## config.mk

```make
export PLATFORM = sky130hd
export DESIGN_NAME = uart_rx_deser
export DESIGN_NICKNAME = d
export VERILOG_FILES = /design/src/rtl/uart_pkg.sv /design/src/rtl/uart_baud_tick.sv /design/src/rtl/uart_rx_deser.sv
export SDC_FILE = /design/constraint.sdc
export NUM_CORES = 1
export LEC_CHECK = 0
export ABC_AREA = 1
export CELL_PAD_IN_SITES_DETAIL_PLACEMENT = 1
export CELL_PAD_IN_SITES_GLOBAL_PLACEMENT = 2
export CORE_UTILIZATION = 35
export CTS_BUF_LIST = sky130_fd_sc_hd__clkbuf_2
export DETAILED_ROUTE_END_ITERATION = 10
export PLACE_DENSITY_LB_ADDON = 0.1
export SLEW_MARGIN = 10
export SYNTH_ARGS = -nofsm -noshare
export SYNTH_HDL_FRONTEND = slang
export SYNTH_SLANG_ARGS = --single-unit
```

## constraint.sdc

```tcl
create_clock -name clk -period 11.15 [get_ports clk]
set_clock_uncertainty 0.2 [all_clocks]
set_input_delay 1.115 -clock clk [delete_from_list [all_inputs] [get_ports clk]]
set_output_delay 1.115 -clock clk [all_outputs]
set_load 0.005 [all_outputs]
```

## src/rtl/uart_pkg.sv

```systemverilog
// Shared UART definitions: receiver state encoding, oversampling constants,
// frame configuration record and small bit-level helpers.
package uart_pkg;

  localparam int unsigned OVERSAMPLE = 16;
  localparam int unsigned SAMPLE_MID = 8;

  typedef enum logic [2:0] {
    RX_IDLE      = 3'd0,
    RX_START     = 3'd1,
    RX_DATA      = 3'd2,
    RX_PARITY    = 3'd3,
    RX_STOP      = 3'd4,
    RX_WAIT_HIGH = 3'd5
  } rx_state_e;

  typedef struct packed {
    logic [1:0] data_bits;
    logic       parity_en;
    logic       parity_odd;
    logic       stop2;
  } uart_cfg_t;

  function automatic logic majority3(input logic a, input logic b, input logic c);
    return (a & b) | (a & c) | (b & c);
  endfunction

  function automatic logic parity8(input logic [7:0] d);
    return ^d;
  endfunction

endpackage

```

## src/rtl/uart_baud_tick.sv

```systemverilog
// Oversampling tick generator: one registered tick every max(div,1) clocks,
// restarted by clr. Shared between the RX and TX paths.
module uart_baud_tick #(
  parameter int DIV_W = 16
) (
  input  logic             clk,
  input  logic             rst_,
  input  logic             clr,
  input  logic [DIV_W-1:0] div,
  output logic             tick
);

  logic [DIV_W-1:0] last_s;
  logic [DIV_W-1:0] cnt_r;
  logic [DIV_W-1:0] cnt_nxt_s;

  // Terminal count and next counter value; a zero divisor behaves as one.
  always_comb begin
    last_s = {DIV_W{1'b0}};
    if (div == {DIV_W{1'b0}}) begin
      last_s = {DIV_W{1'b0}};
    end else begin
      last_s = div - DIV_W'(1);
    end
    cnt_nxt_s = cnt_r;
    if (clr) begin
      cnt_nxt_s = {DIV_W{1'b0}};
    end else if (cnt_r >= last_s) begin
      cnt_nxt_s = {DIV_W{1'b0}};
    end else begin
      cnt_nxt_s = cnt_r + DIV_W'(1);
    end
  end

  // Tick is registered one cycle ahead so it lines up with the terminal count.
  always_ff @(posedge clk or negedge rst_) begin
    if (!rst_) begin
      cnt_r <= {DIV_W{1'b0}};
      tick  <= 1'b0;
    end else begin
      cnt_r <= cnt_nxt_s;
      tick  <= (cnt_nxt_s == last_s);
    end
  end

endmodule

```

## src/rtl/uart_rx_deser.sv

```systemverilog
// UART receive deserializer: 16x oversampled start detection, majority-vote
// bit recovery, parity/stop/break checking and one-cycle character strobe.
module uart_rx_deser
  import uart_pkg::*;
#(
  parameter int DIV_W = 16
) (
  input  logic             clk,
  input  logic             rst_,
  input  logic             rx_en_i,
  input  logic [DIV_W-1:0] baud_div_i,
  input  logic [1:0]       data_bits_i,
  input  logic             parity_en_i,
  input  logic             parity_odd_i,
  input  logic             stop2_i,
  input  logic             urxd_i,
  output logic [7:0]       rx_data_o,
  output logic             rx_valid_o,
  output logic             parity_err_o,
  output logic             frame_err_o,
  output logic             break_o,
  output logic             busy_o
);

  localparam logic [3:0] SMP_FIRST = 4'(SAMPLE_MID - 1);
  localparam logic [3:0] SMP_MID   = 4'(SAMPLE_MID);
  localparam logic [3:0] SMP_LAST  = 4'(SAMPLE_MID + 1);
  localparam logic [3:0] SMP_END   = 4'(OVERSAMPLE - 1);

  logic             sync1_r;
  logic             sync_r;
  rx_state_e        state_r;
  rx_state_e        state_nxt_s;
  uart_cfg_t        cfg_r;
  uart_cfg_t        cfg_s;
  logic [DIV_W-1:0] div_r;
  logic [DIV_W-1:0] div_s;
  logic             clr_s;
  logic             tick_s;
  logic [3:0]       smp_cnt_r;
  logic             smp7_r;
  logic             smp8_r;
  logic             maj_s;
  logic             decide_s;
  logic [2:0]       bit_cnt_r;
  logic             stop_cnt_r;
  logic [7:0]       shreg_r;
  logic             perr_acc_r;
  logic             ferr_acc_r;
  logic             zero_r;
  logic             last_data_s;
  logic             last_stop_s;
  logic             frame_done_s;
  logic [1:0]       shift_s;

  // Two-flop synchronizer; idles at the line's mark level.
  always_ff @(posedge clk or negedge rst_) begin
    if (!rst_) begin
      sync1_r <= 1'b1;
      sync_r  <= 1'b1;
    end else begin
      sync1_r <= urxd_i;
      sync_r  <= sync1_r;
    end
  end

  // While idle the live divisor feeds the tick counter so the first tick is
  // timed from the detection edge; afterwards the latched copy is used.
  always_comb begin
    cfg_s        = '{data_bits: data_bits_i, parity_en: parity_en_i,
                     parity_odd: parity_odd_i, stop2: stop2_i};
    clr_s        = (state_r == RX_IDLE);
    div_s        = clr_s ? baud_div_i : div_r;
    maj_s        = majority3(smp7_r, smp8_r, sync_r);
    decide_s     = tick_s && (smp_cnt_r == SMP_LAST);
    last_data_s  = (bit_cnt_r == (3'd4 + {1'b0, cfg_r.data_bits}));
    last_stop_s  = !cfg_r.stop2 || stop_cnt_r;
    frame_done_s = rx_en_i && (state_r == RX_STOP) && decide_s && last_stop_s;
    shift_s      = 2'd3 - cfg_r.data_bits;
  end

  uart_baud_tick #(.DIV_W(DIV_W)) u_tick (
    .clk  (clk),
    .rst_ (rst_),
    .clr  (clr_s),
    .div  (div_s),
    .tick (tick_s)
  );

  // Next-state logic; each state hands over at its own bit decision.
  always_comb begin
    state_nxt_s = state_r;
    if (!rx_en_i) begin
      state_nxt_s = RX_IDLE;
    end else begin
      case (state_r)
        RX_IDLE: begin
          if (!sync_r) state_nxt_s = RX_START;
          else         state_nxt_s = RX_IDLE;
        end
        RX_START: begin
          if (decide_s) state_nxt_s = maj_s ? RX_IDLE : RX_DATA;
          else          state_nxt_s = RX_START;
        end
        RX_DATA: begin
          if (decide_s && last_data_s) state_nxt_s = cfg_r.parity_en ? RX_PARITY : RX_STOP;
          else                         state_nxt_s = RX_DATA;
        end
        RX_PARITY: begin
          if (decide_s) state_nxt_s = RX_STOP;
          else          state_nxt_s = RX_PARITY;
        end
        RX_STOP: begin
          if (decide_s && last_stop_s) state_nxt_s = maj_s ? RX_IDLE : RX_WAIT_HIGH;
          else                         state_nxt_s = RX_STOP;
        end
        RX_WAIT_HIGH: begin
          if (sync_r) state_nxt_s = RX_IDLE;
          else        state_nxt_s = RX_WAIT_HIGH;
        end
        default: state_nxt_s = RX_IDLE;
      endcase
    end
  end

  // State register with busy derived from the state being entered.
  always_ff @(posedge clk or negedge rst_) begin
    if (!rst_) begin
      state_r <= RX_IDLE;
      busy_o  <= 1'b0;
    end else begin
      state_r <= state_nxt_s;
      busy_o  <= (state_nxt_s != RX_IDLE) && (state_nxt_s != RX_WAIT_HIGH);
    end
  end

  // Frame datapath: config capture, sample counter, votes and accumulators.
  always_ff @(posedge clk or negedge rst_) begin
    if (!rst_) begin
      cfg_r      <= '0;
      div_r      <= {DIV_W{1'b0}};
      smp_cnt_r  <= 4'd0;
      smp7_r     <= 1'b1;
      smp8_r     <= 1'b1;
      bit_cnt_r  <= 3'd0;
      stop_cnt_r <= 1'b0;
      shreg_r    <= 8'd0;
      perr_acc_r <= 1'b0;
      ferr_acc_r <= 1'b0;
      zero_r     <= 1'b1;
    end else if (state_r == RX_IDLE) begin
      smp_cnt_r  <= 4'd0;
      bit_cnt_r  <= 3'd0;
      stop_cnt_r <= 1'b0;
      shreg_r    <= 8'd0;
      perr_acc_r <= 1'b0;
      ferr_acc_r <= 1'b0;
      zero_r     <= 1'b1;
      if (state_nxt_s == RX_START) begin
        cfg_r <= cfg_s;
        div_r <= baud_div_i;
      end
    end else if (tick_s) begin
      smp_cnt_r <= (smp_cnt_r == SMP_END) ? 4'd0 : smp_cnt_r + 4'd1;
      if (smp_cnt_r == SMP_FIRST) smp7_r <= sync_r;
      if (smp_cnt_r == SMP_MID)   smp8_r <= sync_r;
      if (smp_cnt_r == SMP_LAST) begin
        case (state_r)
          RX_DATA: begin
            shreg_r   <= {maj_s, shreg_r[7:1]};
            bit_cnt_r <= bit_cnt_r + 3'd1;
            zero_r    <= zero_r & ~maj_s;
          end
          RX_PARITY: begin
            perr_acc_r <= (parity8(shreg_r) ^ maj_s) != cfg_r.parity_odd;
            zero_r     <= zero_r & ~maj_s;
          end
          RX_STOP: begin
            stop_cnt_r <= 1'b1;
            ferr_acc_r <= ferr_acc_r | ~maj_s;
            zero_r     <= zero_r & ~maj_s;
          end
          default: begin
            zero_r <= zero_r;
          end
        endcase
      end
    end
  end

  // Character strobe; data and flags hold until the next completed frame.
  always_ff @(posedge clk or negedge rst_) begin
    if (!rst_) begin
      rx_valid_o   <= 1'b0;
      rx_data_o    <= 8'd0;
      parity_err_o <= 1'b0;
      frame_err_o  <= 1'b0;
      break_o      <= 1'b0;
    end else begin
      rx_valid_o <= frame_done_s;
      if (frame_done_s) begin
        rx_data_o    <= shreg_r >> shift_s;
        parity_err_o <= perr_acc_r;
        frame_err_o  <= ferr_acc_r | ~maj_s;
        break_o      <= zero_r & ~maj_s;
      end
    end
  end

endmodule

```

run_1/registers.png
Bar = 20 um. Other sequential cells in the stronger gray, the rest of the logic in the fainter gray.
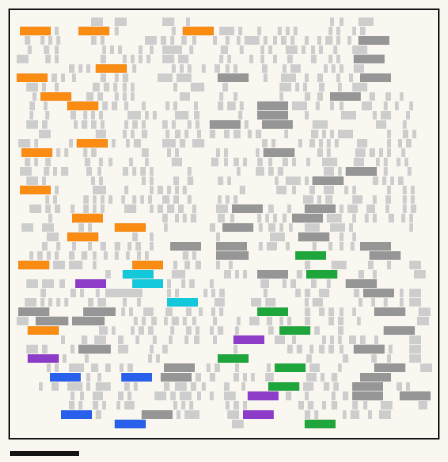
[blue] `smp_cnt_r` | flops: 4 | where: south-west
[purple] `cfg_r` | flops: 5
[orange] `div_r` | flops: 16
[cyan] `state_r` | flops: 3
[green] `shreg_r` | flops: 8

run_1/pdn.png
Bar = 20 um. Pins as bars on the die edge. Tap cells in gray.
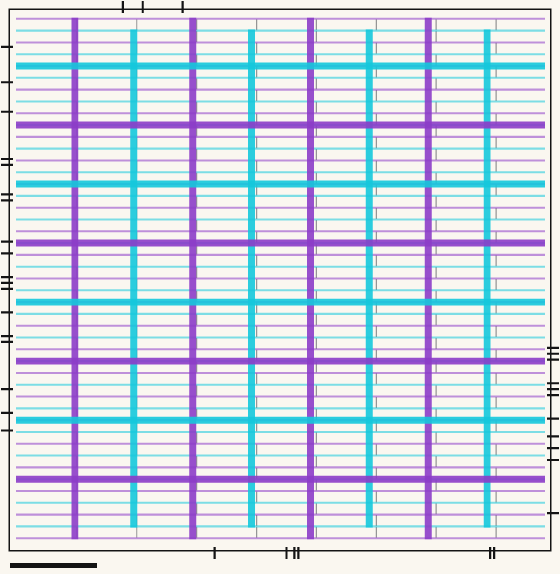
[cyan] VDD
[purple] VSS
tap cells: 184
signal pins: 38
met5 straps: 8
rows: 44
met1 rails: 45

run_1/port_nets.png
Bar = 20 um.
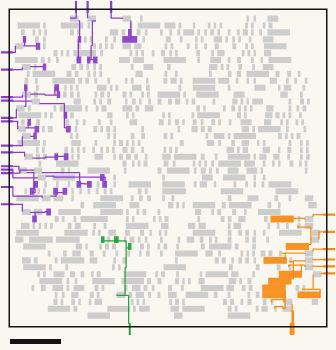
[purple] `baud_div_i` | direction: input | edge: 13 west, 3 north | end cells: 29 | wire: 316 um
[green] `rx_en_i` | direction: input | edge: south | end cells: 3 | wire: 51.0 um
[orange] `rx_data_o` | direction: output | edge: 6 east, 2 south | end cells: 8 | wire: 133 um

-- run 1: power groups by stage --
stage	clock [mW]	combinational (mW)	sequential (mW)
final	0.174	0.167	0.321
after global placement	0	0.164	0.324
after CTS	0.183	0.170	0.321
after floorplan	0	0.122	0.316
after global routing	0.193	0.196	0.324
after detailed placement	0	0.169	0.325
-- run 1: final timing paths --
| kind | start | endpoint | slack, ps | depth (start not counted) |
|---|---|---|---|---|
| worst max-delay path | state_r[1] | u_tick.tick | 6120 | 22 |
| worst min-delay path | sync1_r | sync_r | 170 | 0 |
| worst max register to register | state_r[1] | u_tick.tick | 6120 | 22 |
| worst min register to register | sync1_r | sync_r | 170 | 0 |
| max in group asynchronous | rst_ | div_r[11] | 9630 | 1 |
| min in group asynchronous | rst_ | rx_data_o[7] | 430 | 1 |
-- run 1: layer usage --
layer,share of wire (%),up-vias,global-route usage (%)
li1,-,2434,-
met1,53,2257,29.8
met2,44,54,31.6
met3,2.5,12,2.32
met4,1.0,0,6.38
met5,0,-,0
-- run 1: cells in the final DEF, fill, tap and decap left out, types with 10 or more instances in the layout --
cell / instances
a21oi_1: 12
o21ai_0: 46
nand3_1: 83
ha_1: 23
inv_1: 96
clkdlybuf4s50_1: 36
xor2_1: 16
nor2_1: 70
o21ai_1: 10
dfrtp_1: 72
xnor2_1: 10
nand2_1: 223
-- run 1: stage by stage --
step | cell area (um^2) | util, % | hold WS (ps) | power (mW) | instances
6_report | 5840 | 40.1 | 173 | 0.662 | 964
5_1_grt | 5840 | 40.1 | 182 | 0.713 | 964
4_1_cts | 5840 | 40.0 | 175 | 0.674 | 963
3_5_place_dp | 5710 | 39.2 | 147 | 0.495 | 947
3_3_place_gp | 5710 | 39.2 | 147 | 0.489 | 947
2_1_floorplan | 5250 | - | 145 | 0.439 | 747
-- run 1: worst max-delay path, cell delays in order, from the launching register on --
cell	delay, ps
dfrtp_1	510
nor2_4	480
nand2_4	430
o21ai_4	340
ha_1	260
nand3_2	160
nor2_4	190
xor2_1	240
nand2_1	140
ha_1	300
nand2_1	100
nor2_1	60
and2_1	130
nor2_1	90
nand2_1	70
nand2_1	130
nand2_1	330
nor2_1	290
nand3b_1	140
nand3_1	90
nor2_1	130
nand3_1	80
nor2_1	100
-- run 1: registers in the layout, summed over array words and instances, names as in the netlist, 3 cells and up --
signal and cells:
div_r 16, u_tick.cnt_r 16, rx_data_o 8, shreg_r 8
cfg_r 5, smp_cnt_r 4, bit_cnt_r 3, state_r 3
-- run 1: area by class of cell --
cell class	instances	area (um^2)
fill	1868	8750
multi-input combinational	549	2810
sequential	77	1930
inverter	100	375
timing repair buffer	37	368
tap	184	230
clock inverter	7	81.3
clock buffer	9	45.0
antenna	1	2.50
-- run 1: logic make-up (layout without fill, tap and decap cells) --
kind of cell | after synthesis | count (layout) | synth area share [%]
adders and majority gates | 23 | 23 | 5.49
DFF | 77 | 77 | 36.8
buffers and inverters | 121 | 153 | 9.63
xor gates and xnor gates | 26 | 26 | 4.34
AOI/OAI and AO/OA | 84 | 84 | 8.94
and+or+nand+nor | 416 | 416 | 34.7
other | 0 | 1 | 0
==> GITHUB_STEP_SUMMARY, run 1 <==
## Implementation flow summary

| Metric | Value |
|---|---|
| Yosys cell types | 39 |
| Period utilization | 45.1% |
| Gate power share | 25.2% |
| Die height | 124 um |
| RSZ-0062 raised after global routing | no |
| Data arrival, critical path | 5380 ps |
| Die W | 124 um |
| Worst-path clk slew | 260 ps |
| Vias in the first global route | 5,010 |
| Synth flops | 77 |
| CP startpoint kind | flip-flop |
| Power share of the clock group | 26.4% |
| Setup ws final | 6120 ps |
| Most common cell in the netlist | nand2_1 |
| # setup viols final | 0 |
| Post-route DRC | 0 |
| VDD IR-drop max | 0.0545 mV |
| Synth-to-Final Area Change | 11.4% |
| First-pass GRT wire length | 25.5 mm |
| Max Fanout on Critical Path | 40 |
| P per Cell Area | 113 nW/um^2 |
| Hold WC Path Type | reg2reg |
| Area of the mapped netlist | 5250 um^2 |
| Sw Ratio | 37.4% |
| Clock Tree Root | clkbuf_2 |
| Fin nets | 822 |
| # port buffers | 37 |
| Cells resized by post-CTS repair | 0 |
| Kind of end point of the critical path | flip-flop |
| Result of the run | completed |
| Late-Pin Clk Latency | 600 ps |
| Asr flop ratio synth | 100% |
| Post-DRT Antenna Nets | 0 |
| GRT overflow | 0 |
| Largest net degree at the start of global routing | 78 |
| Dominant cell area share | 34.3% |
| Clock Sinks | 77 |
| Slew Limit Fails | 0 |
| TritonCTS Buffers | 9 |
| Top_reg_cell synth | dfrtp_1 |
| CP Class | reg2reg |
| Post-synth top area cell | dfrtp_1 |
| Yosys stat area | 5250 um^2 |
run_1/density.png
Bar = 20 um. The die is cut into 12 by 12 equal tiles; white is low, dark blue is high, 0 to 100% covered.
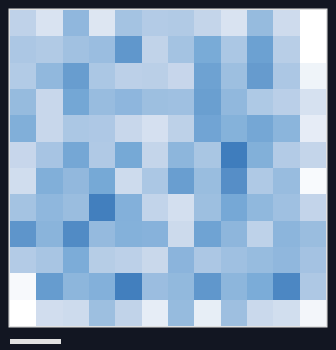

--- run 2 (diff from run 1) ---
--- a/config.mk
+++ b/config.mk
@@ -8,7 +8,7 @@
 export ABC_AREA = 1
 export CELL_PAD_IN_SITES_DETAIL_PLACEMENT = 1
 export CELL_PAD_IN_SITES_GLOBAL_PLACEMENT = 2
-export CORE_UTILIZATION = 35
+export CORE_UTILIZATION = 32
 export CTS_BUF_LIST = sky130_fd_sc_hd__clkbuf_2
 export DETAILED_ROUTE_END_ITERATION = 10
 export PLACE_DENSITY_LB_ADDON = 0.1
==> constraint.sdc (replaced) <==
create_clock -name clk -period 4.6 [get_ports clk]
set_clock_uncertainty 0.2 [all_clocks]
set_input_delay 0.46 -clock clk [delete_from_list [all_inputs] [get_ports clk]]
set_output_delay 0.46 -clock clk [all_outputs]
set_load 0.005 [all_outputs]
run_2/density.png
Bar = 50 um. The die is cut into 13 by 13 equal tiles; white is low, dark blue is high, 0 to 100% covered.
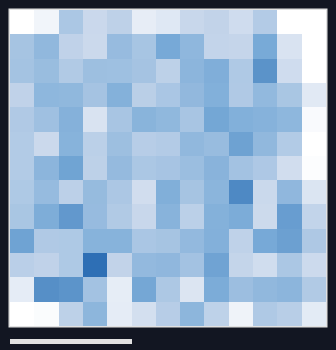
fullest tile: 75%
emptiest ninth of the die: north-east
mean over tiles: 34%
nearly empty tiles: 4.7%

run_2/registers.png
Bar = 50 um. Other sequential cells in the stronger gray, the rest of the logic in the fainter gray.
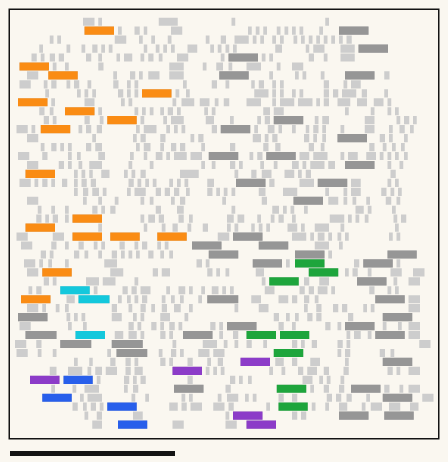
[green] `shreg_r` | flops: 8
[blue] `smp_cnt_r` | flops: 4 | where: south-west
[purple] `cfg_r` | flops: 5
[orange] `div_r` | flops: 16
[cyan] `state_r` | flops: 3
not colored: 41

==> GITHUB_STEP_SUMMARY, run 2 <==
## Implementation flow summary

| Metric | Value |
|---|---|
| CP Class | reg2reg (unchanged) |
| Adder share | 5.49% (unchanged) |
| Hold WC Path Type | reg2reg (unchanged) |
| Asr flop ratio synth | 100% (unchanged) |
| First-pass GRT wire length | 25.0 mm (was 25.5 mm) |
| MUX share of area | 0% (unchanged) |
| Num rows | 46 (was 44) |
| Largest regs | div_r (16), u_tick.cnt_r (16) (unchanged) |
| Period utilization | 88.9% (was 45.1%) |
| CP max stage delay | 520 ps (was 510 ps) |
| Worst-case clock buffer depth | 2 (unchanged) |
| Kind of end point of the critical path | flip-flop (unchanged) |
| # port buffers | 37 (unchanged) |
| Syn Nets | 795 (unchanged) |
| Top logic family | simple AND/OR/NAND/NOR gates (unchanged) |
| Max cap viols | 0 (unchanged) |
| Die height | 130 um (was 124 um) |
| RSZ-0062 raised after global routing | no (unchanged) |
| P per Cell Area | 263 nW/um^2 (was 113 nW/um^2) |
| Number of fill cells | 2,069 (was 1,868) |
| DP HPWL | 11.6 mm (was 11.2 mm) |
| TritonCTS Buffers | 9 (unchanged) |
| Worst-path clk slew | 260 ps (about the same) |
| Final hold violations | 0 (unchanged) |
| Layout cells sized above 1 | 7.99% (was 6.29%) |
| CP max-delay cell | dfrtp_2 (was dfrtp_1) |
| Most frequent cells in the layout | 222 x nand2_1, 96 x inv_1, 83 x nand3_1 (was 223 x nand2_1, 96 x inv_1, 83 x nand3_1) |
| Vias in the first global route | 4,835 (was 5,010) |
| WHS | 177 ps (was 173 ps) |
| Synth flops | 77 (unchanged) |
| Post-synth top area cell | dfrtp_1 (unchanged) |
| Compound Share, Synth | 8.94% (unchanged) |
| Leakage Power | 2.95 nW (was 2.92 nW) |
| Tool warnings | 29 (unchanged) |
| Synth-to-Final Area Change | 13.8% (was 11.4%) |
| Clock Tree Root | clkbuf_2 (unchanged) |
| Most common cell on crit path | nand2_1 |
| Vias per inst | 4.76 (was 4.93) |
| Dominant logic cell type in the layout | nand2_1 (unchanged) |
| Die W | 130 um (was 124 um) |
| Post-route DRC | 0 (unchanged) |
| Largest net degree at the start of global routing | 47 (was 78) |
| DR WL/cell | 14.9 um (was 15.1 um) |
| FMAX | 245 MHz (was 199 MHz) |
| Area of the mapped netlist | 5250 um^2 (unchanged) |
| Synth top cells by count | 223 x nand2_1, 96 x inv_1, 83 x nand3_1 (unchanged) |
| Total global-route track usage | 19.3% (was 20.5%) |
| Initial antenna violation count | 1 (unchanged) |
| Max Fanout on Critical Path | 17 (was 40) |
| Routability cong. | 0.812 (unchanged) |
| Result of the run | completed (unchanged) |
| XOR-XNOR Cells, Area Fraction | 4.34% (unchanged) |
| TritonCTS clock tree | built (unchanged) |
| Yosys stat area | 5250 um^2 (unchanged) |
| Most common cell in the netlist | nand2_1 (unchanged) |
| CP startpoint kind | flip-flop (unchanged) |
| EDFF count, synth | 0 (unchanged) |
| Setup TNS | 0 ps (unchanged) |
| Synth Warn # | 0 (unchanged) |
| Post-DRT Antenna Nets | 0 (unchanged) |
| Syn_area_per_cell | 7.02 um^2 (unchanged) |
| Iteration-0 DRC Markers | 199 (was 215) |
| Dominant cell area share | 34.3% (unchanged) |
| Clock Sinks | 77 (unchanged) |
| Initial Utilization | 32.9% (was 36.0%) |
| Via count | 4,790 (was 4,757) |
| Setup ws final | 511 ps (was 6120 ps) |
| Crit path time final | 4090 ps (was 5030 ps) |
| Fin nets | 831 (was 822) |
| GRT overflow | 0 (unchanged) |
| Slew Limit Fails | 0 (unchanged) |
| Least-Margin Pin Slew | 1100 ps (was 1120 ps) |
| # setup viols final | 0 (unchanged) |
| Yosys simple share | 34.7% (unchanged) |
| Core ar. | 15,900 um^2 (was 14,600 um^2) |
| Drt pass-1 iters | 4 (unchanged) |
| Data arrival, critical path | 4410 ps (was 5380 ps) |
| Top_reg_cell synth | dfrtp_1 (unchanged) |
| Post-synth seq share | 36.8% (unchanged) |
| Late-Pin Clk Latency | 580 ps (was 600 ps) |
| VDD IR-drop max | 0.120 mV (was 0.0545 mV) |
| Die ar. | 16,900 um^2 (was 15,500 um^2) |
| Yosys cell types | 39 (unchanged) |
[run 2: cell count changes in the layout (fill, tap and decap cells not counted), moves of 2 or more]
cell	previous run	this run
buf_6	0	2
nor2_2	3	8
nor2_1	70	65
dlygate4sd3_1	0	2
buf_4	1	6
[run 2: what timing repair did]
action                     CTS  global route
hold buffers                 1             1
setup endpoints to repair    0             1
hold endpoints to repair    44             1
buffers inserted             0             0
gates resized                0            11
[run 2: through the flow]
| stage | cell area, um^2 | util (%) | std cells | power [mW] |
|---|---|---|---|---|
| after CTS | 5920 | 37.1 | 1003 | 1.59 |
| after floorplan | 5250 | - | 747 | 1.06 |
| after global routing | 5970 | 37.5 | 1006 | 1.68 |
| after detailed placement | 5810 | 36.4 | 986 | 1.21 |
| final | 5970 | 37.5 | 1006 | 1.57 |
| after global placement | 5810 | 36.4 | 986 | 1.19 |
[run 2: report_power, final]
part           switching, mW  internal [mW]
Sequential            0.0485          0.729
Clock                  0.295         0.0808
Combinational          0.269          0.149
Total                  0.612          0.959
[run 2: logic make-up (layout without fill, tap and decap cells)]
logic type / Yosys count / after routing
compound gates: 84 / 84
simple gates: 416 / 416
xor+xnor: 26 / 26
buf+inv: 121 / 162
flops: 77 / 77
other cells: 0 / 2
fa+ha+maj: 23 / 23
[run 2: routing by layer]
| layer | GRT usage (%) | part of all wire [%] | vias up |
|---|---|---|---|
| li1 | - | - | 2452 |
| met1 | 28.8 | 54 | 2285 |
| met2 | 28.8 | 43 | 45 |
| met3 | 2.71 | 2.0 | 8 |
| met4 | 5.61 | 0.80 | 0 |
| met5 | 0 | 0 | - |
[run 2: path summary, 6_finish.rpt]
path                                 start      endpoint  slack, ps  cells after the start
worst max-delay path            state_r[1]   u_tick.tick        510                     25
worst min-delay path               sync1_r        sync_r        180                      0
worst max register to register  state_r[1]   u_tick.tick        510                     25
worst min register to register     sync1_r        sync_r        180                      0
max in group asynchronous             rst_        smp8_r       3070                      3
min in group asynchronous             rst_  rx_data_o[7]        190                      2
[run 2: critical path, delay by kind of cell, from the launching register on]
kind / cells / cell delay (ps)
adders and majority gates: 1 / 310
buffers and inverters: 1 / 220
DFF: 1 / 520
and+or+nand+nor: 23 / 2790
[run 2: final cells by class]
| class | count | area, um^2 | area share, % |
|---|---|---|---|
| inverters | 100 | 375 | 6.29 |
| well taps | 216 | 270 | 4.53 |
| clock buffers | 9 | 45.0 | 0.754 |
| multi-input cells | 549 | 2840 | 47.5 |
| flip-flops and latches | 77 | 1930 | 32.4 |
| clock inverters | 7 | 57.6 | 0.964 |
| diodes | 2 | 5.00 | 0.0838 |
| repair buffers | 46 | 448 | 7.50 |
run_2/port_nets.png
Bar = 50 um.
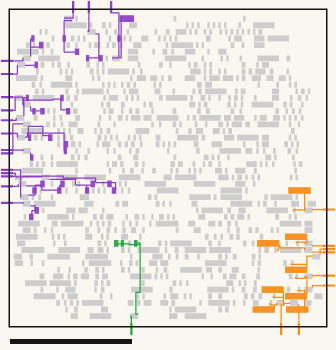

--- run 3 (diff from run 2) ---
--- a/config.mk
+++ b/config.mk
@@ -6,12 +6,10 @@
 export NUM_CORES = 1
 export LEC_CHECK = 0
 export ABC_AREA = 1
-export CELL_PAD_IN_SITES_DETAIL_PLACEMENT = 1
-export CELL_PAD_IN_SITES_GLOBAL_PLACEMENT = 2
-export CORE_UTILIZATION = 32
+export CAP_MARGIN = 25
+export CORE_UTILIZATION = 35
 export CTS_BUF_LIST = sky130_fd_sc_hd__clkbuf_2
 export DETAILED_ROUTE_END_ITERATION = 10
-export PLACE_DENSITY_LB_ADDON = 0.1
 export SLEW_MARGIN = 10
 export SYNTH_ARGS = -nofsm -noshare
 export SYNTH_HDL_FRONTEND = slang
run_3/port_nets.png
Bar = 20 um.
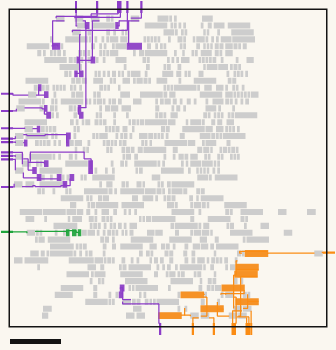
[purple] `baud_div_i` | direction: input | edge: 9 west, 6 north, 1 south | end cells: 29 | wire: 422 um
[green] `rx_en_i` | direction: input | edge: west | end cells: 3 | wire: 25.9 um
[orange] `rx_data_o` | direction: output | edge: 7 south, 1 east | end cells: 8 | wire: 186 um

==> GITHUB_STEP_SUMMARY, run 3 <==
## Implementation flow summary

| Metric | Value |
|---|---|
| Result of the run | completed (unchanged) |
| CP max-delay cell | dfrtp_1 (was dfrtp_2) |
| Hold WC Path Type | in2reg (was reg2reg) |
| Synth top cells by count | 223 x nand2_1, 96 x inv_1, 83 x nand3_1 (unchanged) |
| Clock Tree Root | clkbuf_2 (unchanged) |
| # setup viols final | 0 (unchanged) |
| Synth flops | 77 (unchanged) |
| Top_reg_cell synth | dfrtp_1 (unchanged) |
| Post-synth seq share | 36.8% (unchanged) |
| TritonCTS Buffers | 9 (unchanged) |
| EDFF count, synth | 0 (unchanged) |
| Worst-case clock buffer depth | 2 (unchanged) |
| Iteration-0 DRC Markers | 172 (was 199) |
| Max Fanout on Critical Path | 29 (was 17) |
| Initial Utilization | 36.0% (was 32.9%) |
| Yosys cell types | 39 (unchanged) |
| TritonCTS clock tree | built (unchanged) |
| Yosys stat area | 5250 um^2 (unchanged) |
| Worst Setup EP | u_tick.tick (unchanged) |
| Post-synth top area cell | dfrtp_1 (unchanged) |
| Asr flop ratio synth | 100% (unchanged) |
| GRT overflow | 0 (unchanged) |
| Num rows | 44 (was 46) |
| Syn_area_per_cell | 7.02 um^2 (unchanged) |
| R2r worst-path depth | 23 (was 25) |
| Routability cong. | 0.849 (was 0.812) |
| Area after DPL | 5740 um^2 (was 5810 um^2) |
| Kind of end point of the critical path | flip-flop (unchanged) |
| # port buffers | 37 (unchanged) |
| Dominant logic cell type in the layout | nand2_1 (unchanged) |
| Least-Margin Pin Slew | 868 ps (was 1100 ps) |
| Late-Pin Clk Latency | 550 ps (was 580 ps) |
| Post-DRT Antenna Nets | 0 (unchanged) |
| Inst Count DP | 951 (was 986) |
| Largest net degree at the start of global routing | 78 (was 47) |
| P per Cell Area | 256 nW/um^2 (was 263 nW/um^2) |
| Fin nets | 829 (was 831) |
| Setup TNS | 0 ps (unchanged) |
| VDD IR-drop max | 0.122 mV (was 0.120 mV) |
run_3/final_placement.png
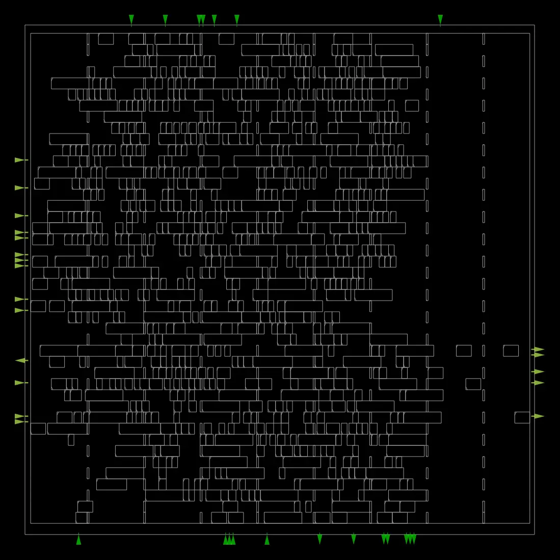
flop count: 77
Final Core Density: 40.6%
post-route non-filler standard cell count: 971

-- run 3: power breakdown --
group	switching [mW]	internal [mW]	leakage, nW
Combinational	0.249	0.150	1.89
Sequential	0.0463	0.729	0.999
Clock	0.263	0.0784	0.0629
-- run 3: kinds of logic after synthesis --
group	after synthesis	share of synthesized area, %
simple gates	416	34.7
buf+inv	121	9.63
compound gates	84	8.94
flops	77	36.8
xor+xnor	26	4.34
fa+ha+maj	23	5.49
-- run 3: layout make-up --
type	instances	area [um^2]	area share, %
clock inverters	6	47.5	0.803
inverters	100	375	6.34
well taps	184	230	3.89
diodes	1	2.50	0.0423
flip-flops and latches	77	1930	32.7
repair buffers	44	455	7.70
clock buffers	10	50.0	0.846
multi-input cells	549	2820	47.7
-- run 3: worst min path at each step --
stage                 start      endpoint  slack, ps  depth (start not counted)
floorplan              rst_  bit_cnt_r[0]        -40                          0
global placement    sync1_r        sync_r        150                          0
global route         urxd_i       sync1_r         40                          1
detailed placement  sync1_r        sync_r        150                          0
finish               urxd_i       sync1_r         80                          1
CTS                  urxd_i       sync1_r         20                          1
-- run 3: routing by layer --
layer	GRT usage, %	routed length [um]
met1	25.4	6610
met2	23.0	5010
met3	2.36	400
met4	5.67	180
met5	0	0
-- run 3: metrics by stage --
step	hold slack (ps)	util, %	total power [mW]
global route	35.4	40.6	1.63
floorplan	-35.6	-	1.06
finish	79.0	40.6	1.52
global placement	147	39.4	1.18
detailed placement	151	39.4	1.18
CTS	18.8	40.1	1.53
-- run 3: critical path, delay by kind of cell, from the launching register on --
family                   cells  cell delay [ps]
AND-OR/OR-AND                1              120
XOR/XNOR                     1              260
adder cells (fa/ha/maj)      2              510
buffers and inverters        1               70
flip-flops                   1              480
AND/OR/NAND/NOR             18             2330
-- run 3: what timing repair did --
item / CTS / global route
endpoints found under the hold margin: 72 / 0
hold buffers: 1 / 0
endpoints found under the setup margin: 0 / 1
gates resized: 0 / 6
Power and IR drop assume default switching activity.
